**src/rtl/pe_job_scheduler.sv**
```systemverilog
// Job sequencer for one bit-brick PE: streams operand beats into the PE, tracks
// which PE products belong to accepted beats and returns one accumulated sum per job.
module pe_job_scheduler #(
    parameter int LEN_W  = 8,
    parameter int PROD_W = 13,
    parameter int ACC_W  = 24
) (
    input  logic              i_clk,
    input  logic              i_rst,
    input  logic              i_start,
    input  logic [LEN_W-1:0]  i_len,
    output logic              o_busy,
    input  logic              i_valid,
    output logic              o_ready,
    input  logic [31:0]       i_act,
    input  logic [31:0]       i_wgt,
    input  logic              i_a_signed,
    input  logic              i_w_signed,
    input  logic [3:0]        i_shift,
    output logic [31:0]       o_pe_activation,
    output logic [31:0]       o_pe_weight,
    output logic              o_pe_A_signed,
    output logic              o_pe_W_signed,
    output logic [3:0]        o_pe_shift_amount,
    input  logic [PROD_W-1:0] i_pe_prod,
    output logic              o_valid,
    input  logic              i_ready,
    output logic [ACC_W-1:0]  o_sum,
    output logic              o_err
);

    typedef enum logic [1:0] {
        S_IDLE  = 2'd0,
        S_RUN   = 2'd1,
        S_DRAIN = 2'd2,
        S_DONE  = 2'd3
    } state_t;

    function automatic logic shift_legal(input logic [3:0] sh);
        logic ok;
        case (sh)
            4'd0, 4'd2, 4'd4: ok = 1'b1;
            default:          ok = 1'b0;
        endcase
        return ok;
    endfunction

    state_t             state_q, state_d;
    logic [LEN_W-1:0]   rem_q, rem_d;
    logic [ACC_W-1:0]   acc_q, acc_d;
    logic               tag_q, tag_d;
    logic               err_q, err_d;
    logic               ready_q, ready_d;
    logic               valid_q, valid_d;
    logic               busy_q, busy_d;
    logic [ACC_W-1:0]   sum_q, sum_d;
    logic               accept;
    logic [ACC_W-1:0]   prod_ext;

    assign accept   = i_valid & ready_q;
    assign prod_ext = {{(ACC_W-PROD_W){i_pe_prod[PROD_W-1]}}, i_pe_prod};

    assign o_ready = ready_q;
    assign o_valid = valid_q;
    assign o_busy  = busy_q;
    assign o_sum   = sum_q;
    assign o_err   = err_q;

    // PE operand drive: beat fields only on an accepted beat, idle zeros otherwise
    always_comb begin
        if (accept) begin
            o_pe_activation   = i_act;
            o_pe_weight       = i_wgt;
            o_pe_A_signed     = i_a_signed;
            o_pe_W_signed     = i_w_signed;
            o_pe_shift_amount = i_shift;
        end else begin
            o_pe_activation   = 32'd0;
            o_pe_weight       = 32'd0;
            o_pe_A_signed     = 1'b0;
            o_pe_W_signed     = 1'b0;
            o_pe_shift_amount = 4'd0;
        end
    end

    // Next-state, accumulation and registered-output computation
    always_comb begin
        state_d = state_q;
        rem_d   = rem_q;
        tag_d   = accept;
        err_d   = err_q;

        // A product arriving now belongs to the beat accepted one cycle ago
        if (tag_q) begin
            acc_d = acc_q + prod_ext;
        end else begin
            acc_d = acc_q;
        end

        if (accept && !shift_legal(i_shift)) begin
            err_d = 1'b1;
        end else begin
            err_d = err_q;
        end

        case (state_q)
            S_IDLE: begin
                if (i_start) begin
                    acc_d = {ACC_W{1'b0}};
                    err_d = 1'b0;
                    rem_d = i_len;
                    if (i_len == {LEN_W{1'b0}}) begin
                        state_d = S_DONE;
                    end else begin
                        state_d = S_RUN;
                    end
                end else begin
                    state_d = S_IDLE;
                end
            end
            S_RUN: begin
                if (accept) begin
                    rem_d = rem_q - LEN_W'(1);
                    if (rem_q == LEN_W'(1)) begin
                        state_d = S_DRAIN;
                    end else begin
                        state_d = S_RUN;
                    end
                end else begin
                    state_d = S_RUN;
                end
            end
            S_DRAIN: begin
                state_d = S_DONE;
            end
            S_DONE: begin
                if (valid_q && i_ready) begin
                    state_d = S_IDLE;
                end else begin
                    state_d = S_DONE;
                end
            end
            default: begin
                state_d = S_IDLE;
            end
        endcase

        ready_d = (state_d == S_RUN);
        valid_d = (state_d == S_DONE);
        busy_d  = (state_d != S_IDLE);
        if (state_d == S_DONE) begin
            sum_d = acc_d;
        end else begin
            sum_d = {ACC_W{1'b0}};
        end
    end

    // State and output registers with synchronous reset
    always_ff @(posedge i_clk) begin
        if (i_rst) begin
            state_q <= S_IDLE;
            rem_q   <= {LEN_W{1'b0}};
            acc_q   <= {ACC_W{1'b0}};
            tag_q   <= 1'b0;
            err_q   <= 1'b0;
            ready_q <= 1'b0;
            valid_q <= 1'b0;
            busy_q  <= 1'b0;
            sum_q   <= {ACC_W{1'b0}};
        end else begin
            state_q <= state_d;
            rem_q   <= rem_d;
            acc_q   <= acc_d;
            tag_q   <= tag_d;
            err_q   <= err_d;
            ready_q <= ready_d;
            valid_q <= valid_d;
            busy_q  <= busy_d;
            sum_q   <= sum_d;
        end
    end

endmodule

```
**config.mk**
```make
export PLATFORM = sky130hd
export DESIGN_NAME = pe_job_scheduler
export DESIGN_NICKNAME = d
export VERILOG_FILES = /design/src/rtl/pe_job_scheduler.sv
export SDC_FILE = /design/constraint.sdc
export NUM_CORES = 1
export LEC_CHECK = 0
export CELL_PAD_IN_SITES_DETAIL_PLACEMENT = 1
export CELL_PAD_IN_SITES_GLOBAL_PLACEMENT = 2
export CORE_UTILIZATION = 22
export CTS_CLUSTER_SIZE = 30
export DETAILED_ROUTE_END_ITERATION = 8
export GPL_TIMING_DRIVEN = 0
export HOLD_SLACK_MARGIN = 0.12
export PLACE_DENSITY_LB_ADDON = 0.1
export SYNTH_ARGS = -nofsm -noshare
export SYNTH_HDL_FRONTEND = slang
export SYNTH_SLANG_ARGS = --single-unit
```
**constraint.sdc**
```tcl
create_clock -name i_clk -period 3.3 [get_ports i_clk]
set_clock_uncertainty 0.1 [all_clocks]
set_input_delay 0.495 -clock i_clk [delete_from_list [all_inputs] [get_ports i_clk]]
set_output_delay 0.495 -clock i_clk [all_outputs]
set_load 0.03 [all_outputs]
```
**Run 1: wires at chosen ports, followed through buffers**

(2 px per um)
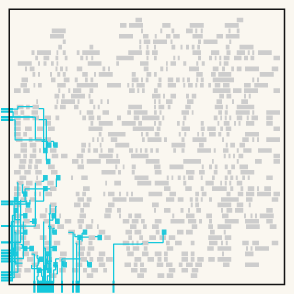
cyan -> i_wgt  # bits 32, direction input, edge 17 left, 15 bottom, end cells 32, wire 896 um
total I/O pin count: 194
number of port buffers: 193

**Run 1: placed standard cells**

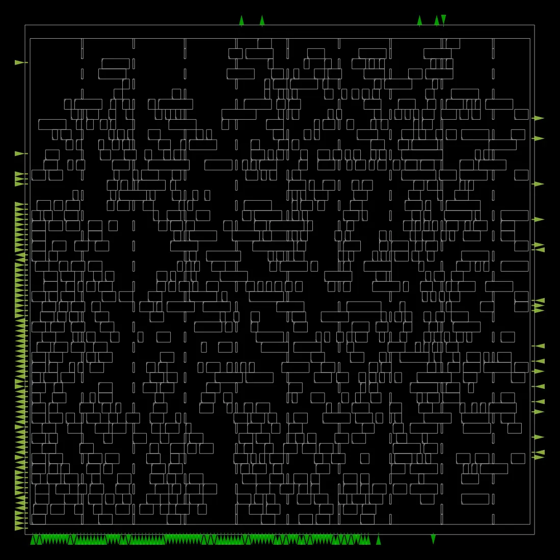
fill cell count: 2087
core area: 17500 um^2
cell row count: 48

**Run 1: I/O pins on the die edge**

(3 px per um) Pins as bars across the die edge, other pins in gray.
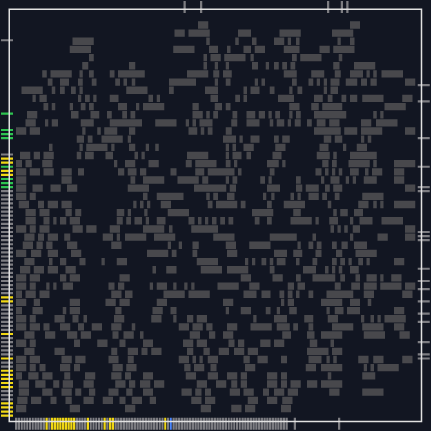
yellow -> i_wgt  # pins 32, direction input, edge 17 left, 15 bottom
blue -> i_w_signed  # pins 1, direction input, edge bottom
green -> i_len  # pins 8, direction input, edge left
Die Width: 137 um
Die Ht: 137 um

==> results.py, run 1 <==
# Flow results
metrics = {
    "clock_tree": {
        "clkSinkCount": 63,
        "cts.hold.buffers_added": 0,
        "cts_buffers": 9,
        "clockBufferDepth": 2,
        "clk_latency_ns": 0.34,
        "cts_root_buffer": "clkbuf_16",
    },
    "critical_path": {
        "crit_buf_inv": 1,
        "crit_path_max_fanout": 5,
        "cp-start-kind": "primary input",
        "cp_cell_sequence": "clkdlybuf4s50_1, ha_1, fa_1, a21oi_1, nor2_1, o31ai_4, a31oi_1, or3_2, a31oi_1, nor2_1",
        "crit_family": "AND-OR/OR-AND gates",
        "cp.arrival_ns": 3.15,
        "slowest_delay_ns": 0.44,
        "r2r_slack_ns": 0.52,
        "end_kind": "flip-flop",
        "required_ns": 3.40,
        "r2r-end": "acc_q[16]$_SDFF_PP0_",
        "crit_type": "in2reg",
    },
    "cells_and_area": {
        "n_antenna_cell": 0,
        "dominant_cells": "multi-input combinational cells",
        "area_delta_synth_final_pct": 63.9,
        "fin_area_um2": 6560,
        "buffer_area_frac": 0.314,
        "final_cell_mix": "clkdlybuf4s50_1 (192), nor2_1 (78), and3_1 (71)",
        "clkCellAreaFrac": 0.0515,
        "final_nets": 838,
        "comb-cell-share": 0.393,
        "num-nonclk-inverters": 12,
        "logic_gates": 406,
        "comb_area_um2": 2580,
        "utilization": 0.374,
        "nClkBuffers": 10,
    },
    "run": {
        "openroad.warnings": 27,
        "drv_cap": 0,
    },
    "logic_synthesis": {
        "yosys-top-cells-count": "nor2_1 (78), and3_1 (71), dfxtp_1 (63)",
        "yosys_warnings": 0,
        "edf_count": 0,
        "numSynthFlops": 63,
        "synthTopLogicFamily": "simple AND/OR/NAND/NOR gates",
        "ys_sh_xor": 0.0262,
        "ys_top_cells_by_area": "dfxtp_1 (32%), and3_1 (11%), ha_1 (7.8%)",
        "top_cell": "nor2_1",
        "syn-num-nets": 634,
        "synth_area_per_cell_um2": 7.82,
        "synthAoiAreaFrac": 0.181,
        "netlist_area_um2": 4000,
        "yosysSeqAreaShare": 0.315,
        "adder_share": 0.0831,
        "yosys_area_um2": 4000,
        "ys_types": 60,
        "ys_cells": 512,
        "ys_sh_mux": 0.0428,
        "syn_inst": 512,
    },
    "outcome": {
        "outcome": "finished, final reports clean",
    },
    "timing": {
        "relSlewSlack": 0.394,
        "worst_slew_pin_slew_ns": 0.900,
        "finalClockPeriodUsage": 0.924,
        "fin_ws_ns": 0.251,
        "fin_crit_ns": 3.05,
    },
    "grt": {
        "grt-ovfl-total": 0,
        "track_usage": 0.185,
        "grt_max_degree": 14,
        "antenna_found_initial": 0,
    },
    "die": {
        "initCoreUtil": 0.228,
        "tap_cells": 225,
    },
    "pwr": {
        "leakagePower_nw": 2.69,
    },
    "placed_design": {
        "place_congestion": 0.801,
        "place_ws_ns": -0.494,
        "placed_cells": 930,
    },
    "worst_hold_path": {
        "min_path_cells": 2,
        "hp-start": "o_err$_SDFF_PP0_",
    },
    "drt": {
        "via_per_inst": 4.84,
    },
}
-- run 1: sequential cells by signal (all words and copies together) (netlist names) --
| register | flops |
|---|---|
| state_q | 2 |
| acc_q | 24 |
| o_valid | 1 |
| o_err | 1 |
| o_ready | 1 |
| rem_q | 8 |
| tag_q | 1 |
| o_busy | 1 |
| o_sum | 24 |
-- run 1: report_power, final --
group	internal [mW]	total, mW	switching, mW
registers	0.780	0.799	0.0194
clock network	0.737	1.11	0.369
logic	0.252	0.529	0.277
-- run 1: layer usage --
metal	GRT usage	share of wire	vias to the layer above
li1	-	-	2249
met5	0	0	-
met3	0.0533	0.058	18
met2	0.345	0.52	122
met4	0.0519	0.017	0
met1	0.201	0.41	2190
==> run 2, diff against run 1 <==
Settings changed: CTS_CLUSTER_SIZE 30 to 20.
**Run 2: met2 routing**

(3 px per um)
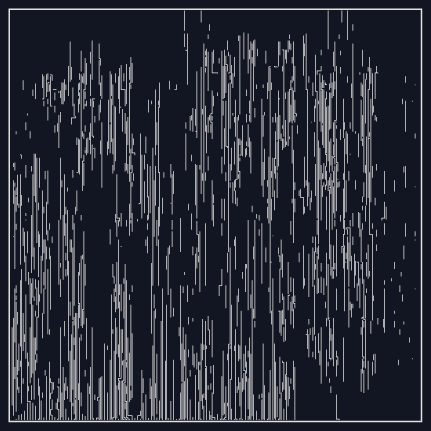
share of all routed wire = 52%
nets with wire on the layer = 748
met2 usage: 0.345
routed via count: 4579

**Run 2: placed standard cells**

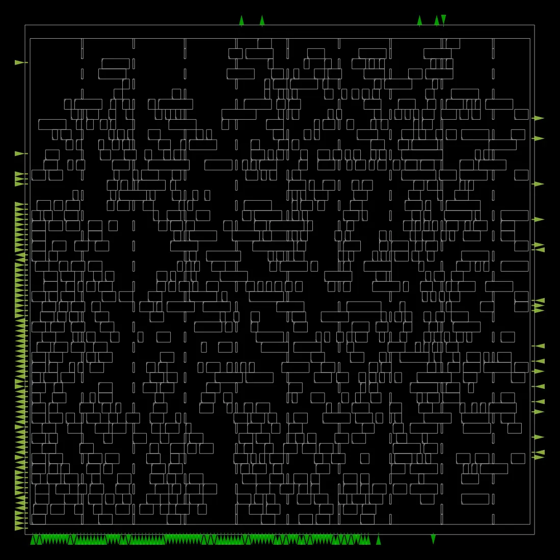
post-layout util: 0.374
TAP cells: 225
Post-Layout Cell Count: 946

==> results.py, run 2 <==
# Flow results
metrics = {
    "grt": {
        "met1_usage": 0.201,
        "top_usage_layer": "met2",
        "grt_max_degree": 14,
        "grtUsageMet3": 0.0533,
        "antenna_found_initial": 0,
        "track_usage": 0.185,
    },
    "die": {
        "fp.dieH_um": 137,
        "initCoreUtil": 0.228,
        "ios": 194,
        "dieWidth_um": 137,
        "rows": 48,
    },
    "cells_and_area": {
        "dominant_cells": "multi-input combinational cells",
        "n_antenna_cell": 0,
        "clkCellAreaFrac": 0.0515,
        "area_delta_synth_final_pct": 63.9,
        "fin_area_um2": 6560,
        "logic_gates": 406,
        "nClkBuffers": 10,
        "final_nets": 838,
        "buffer_area_frac": 0.314,
        "comb_area_um2": 2580,
        "fillers": 2087,
        "comb-cell-share": 0.393,
        "num-nonclk-inverters": 12,
    },
    "logic_synthesis": {
        "yosys_warnings": 0,
        "edf_count": 0,
        "ys_cells": 512,
        "numSynthFlops": 63,
        "ys_top_cells_by_area": "dfxtp_1 (32%), and3_1 (11%), ha_1 (7.8%)",
        "ys_sh_mux": 0.0428,
        "ys_types": 60,
        "synth_area_per_cell_um2": 7.82,
        "yosys_area_um2": 4000,
        "syn-num-nets": 634,
        "yosysSeqAreaShare": 0.315,
        "ys_sh_xor": 0.0262,
        "synthAoiAreaFrac": 0.181,
        "syn_inst": 512,
        "synthTopLogicFamily": "simple AND/OR/NAND/NOR gates",
        "yosys-top-cells-count": "nor2_1 (78), and3_1 (71), dfxtp_1 (63)",
    },
    "drt": {
        "met2_length_um": 8690,
        "via_per_inst": 4.84,
        "top_layer_used": "met4",
        "wl_met1_um": 6820,
    },
    "pwr": {
        "p_clk_frac": 0.454,
        "p_clk_mw": 1.11,
        "pg_seq_mw": 0.799,
        "p_comb_mw": 0.529,
        "p_sw_mw": 0.665,
        "p_comb_frac": 0.218,
        "power_leader": "clock",
    },
    "clock_tree": {
        "clkSinkCount": 63,
        "clockBufferDepth": 2,
        "cts_root_buffer": "clkbuf_16",
        "cts_buffers": 9,
    },
    "worst_hold_path": {
        "hp-start": "o_err$_SDFF_PP0_",
        "min_path_cells": 2,
    },
    "outcome": {
        "outcome": "finished, final reports clean",
    },
    "placed_design": {
        "place_ws_ns": -0.494,
        "port_buffers": 193,
        "placed_cells": 930,
    },
    "critical_path": {
        "crit_path_max_fanout": 5,
        "end_kind": "flip-flop",
        "crit_type": "in2reg",
        "cp.arrival_ns": 3.15,
        "r2r_slack_ns": 0.52,
    },
    "timing": {
        "relSlewSlack": 0.394,
        "finalClockPeriodUsage": 0.924,
        "worst_slew_pin_slew_ns": 0.900,
    },
    "run": {
        "openroad.warnings": 27,
    },
}
run 2: logic make-up (layout without fill, tap and decap cells):
group                      Yosys count  count (layout)
adders and majority gates           26              26
xor gates and xnor gates            12              12
DFF                                 63              63
buffers and inverters               43             252
AOI/OAI and AO/OA                  108             108
and+or+nand+nor                    243             243
muxes                               17              17
run 2: critical path, stage by stage:
cell             delay [ns]
clkdlybuf4s50_1        0.41
ha_1                   0.25
fa_1                   0.42
a21oi_1                0.20
nor2_1                 0.12
o31ai_4                0.35
a31oi_1                0.18
or3_2                  0.44
a31oi_1                0.23
nor2_1                 0.06
run 2: repair_timing:
item,in CTS,in global routing
resized,1,5
gates cloned,0,0
hold buffers,0,0
setup endpoints to repair,6,4
==> run 3, diff against run 2 <==
Settings changed: CORE_ASPECT_RATIO set to 0.9.
**Run 3: wires at chosen ports, followed through buffers**

(2 px per um)
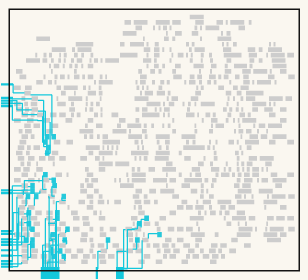
cyan -> i_wgt  # bits 32, direction input, edge 17 left, 15 bottom, end cells 32, wire 851 um

==> results.py, run 3 <==
# Flow results
metrics = {
    "placed_design": {
        "placed_cells": 945,
        "port_buffers": 193,
        "place_ws_ns": -0.511,
        "place_congestion": 0.783,
    },
    "logic_synthesis": {
        "ys_top_cells_by_area": "dfxtp_1 (32%), and3_1 (11%), ha_1 (7.8%)",
        "syn-num-nets": 634,
        "synthTopLogicFamily": "simple AND/OR/NAND/NOR gates",
        "netlist_area_um2": 4000,
        "ys_sh_xor": 0.0262,
        "synthAoiAreaFrac": 0.181,
        "numSynthFlops": 63,
        "synth_area_per_cell_um2": 7.82,
        "yosys_area_um2": 4000,
        "yosys-top-cells-count": "nor2_1 (78), and3_1 (71), dfxtp_1 (63)",
        "ys_sh_mux": 0.0428,
        "ys_types": 60,
        "ys_cells": 512,
        "syn_inst": 512,
        "top_cell": "nor2_1",
        "edf_count": 0,
        "yosys_warnings": 0,
        "yosysSeqAreaShare": 0.315,
        "adder_share": 0.0831,
    },
    "drt": {
        "wl_met1_um": 6740,
        "top_layer_used": "met4",
        "dr_wl_met3_um": 1110,
        "vias": 4520,
        "via_per_inst": 4.70,
        "met2_length_um": 8130,
    },
    "cells_and_area": {
        "final_nets": 838,
        "fillers": 2136,
        "utilization": 0.369,
        "final_cell_mix": "clkdlybuf4s50_1 (192), nor2_1 (78), and3_1 (71)",
        "final_cells": 961,
        "comb_area_um2": 2570,
        "area_delta_synth_final_pct": 63.4,
        "n_antenna_cell": 0,
    },
    "worst_hold_path": {
        "hp-start": "acc_q[23]$_SDFF_PP0_",
        "min_path_cells": 2,
    },
    "grt": {
        "grt_max_degree": 14,
        "track_usage": 0.183,
        "grt-ovfl-total": 0,
        "antenna_found_initial": 0,
    },
    "critical_path": {
        "crit_buf_inv": 1,
        "crit_family": "AND-OR/OR-AND gates",
        "crit_path_max_fanout": 5,
        "crit_cells": 10,
        "end_kind": "flip-flop",
        "cp_cell_sequence": "clkdlybuf4s50_1, ha_1, fa_1, a21oi_1, nor2_1, o31ai_2, a31oi_1, or3_2, a31oi_1, nor2_1",
        "required_ns": 3.41,
        "slowest_delay_ns": 0.45,
        "r2r_slack_ns": 0.42,
        "cp.arrival_ns": 3.26,
        "crit_slowest_cell": "or3_2",
        "r2r-end": "acc_q[16]$_SDFF_PP0_",
        "crit_type": "in2reg",
        "cp-start-kind": "primary input",
    },
    "timing": {
        "fin_ws_ns": 0.159,
        "fin_crit_ns": 3.14,
        "worst_slew_pin_slew_ns": 0.913,
        "finalClockPeriodUsage": 0.952,
        "fmax_ghz": 0.318,
        "setup_tns_ns": 0,
    },
    "run": {
        "drv_cap": 0,
        "openroad.warnings": 28,
    },
    "clock_tree": {
        "cts_buffers": 9,
        "htreeDepth": 3,
        "cts-resized-gates": 2,
        "clockBufferDepth": 2,
        "cts.hold.buffers_added": 0,
        "clk_latency_ns": 0.34,
        "cts_root_buffer": "clkbuf_16",
    },
    "outcome": {
        "outcome": "finished, final reports clean",
    },
    "die": {
        "initCoreUtil": 0.226,
        "ios": 194,
        "rows": 46,
        "core_um2": 17700,
    },
    "pwr": {
        "leakagePower_nw": 2.67,
    },
}
**Run 3: I/O pins on the die edge**

(3 px per um) Pins as bars across the die edge, other pins in gray.
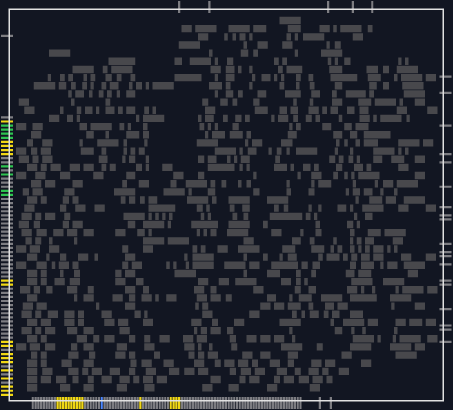
green -> i_len  # pins 8, direction input, edge left
blue -> i_w_signed  # pins 1, direction input, edge bottom
yellow -> i_wgt  # pins 32, direction input, edge 17 left, 15 bottom
all pins by edge = 100 bottom, 70 left, 19 right, 5 top
Die Width: 144 um
Die Ht: 130 um

==> run 3: cell counts after synthesis <==
No cell type changed its count.
==> run 3: layer usage <==
layer / vias to the layer above / global-route usage
li1: 2257 / -
met1: 2134 / 0.203
met2: 112 / 0.328
met3: 17 / 0.0635
met4: 0 / 0.0563
met5: - / 0
==> run 3: power breakdown <==
part	internal (mW)	switching (mW)
registers	0.780	0.0188
logic	0.252	0.276
clock network	0.607	0.379
total	1.64	0.675
==> run 3: cell type report <==
type	instances	share of cell area
tap	240	0.0459
buffer	31	0.0201
inverter	12	0.00689
sequential	63	0.193
timing repair buffer	193	0.295
multi-input combinational	406	0.393
clock buffer	10	0.0365
clock inverter	6	0.0107
No activity file was given, so power comes from the tool's default toggle rates.
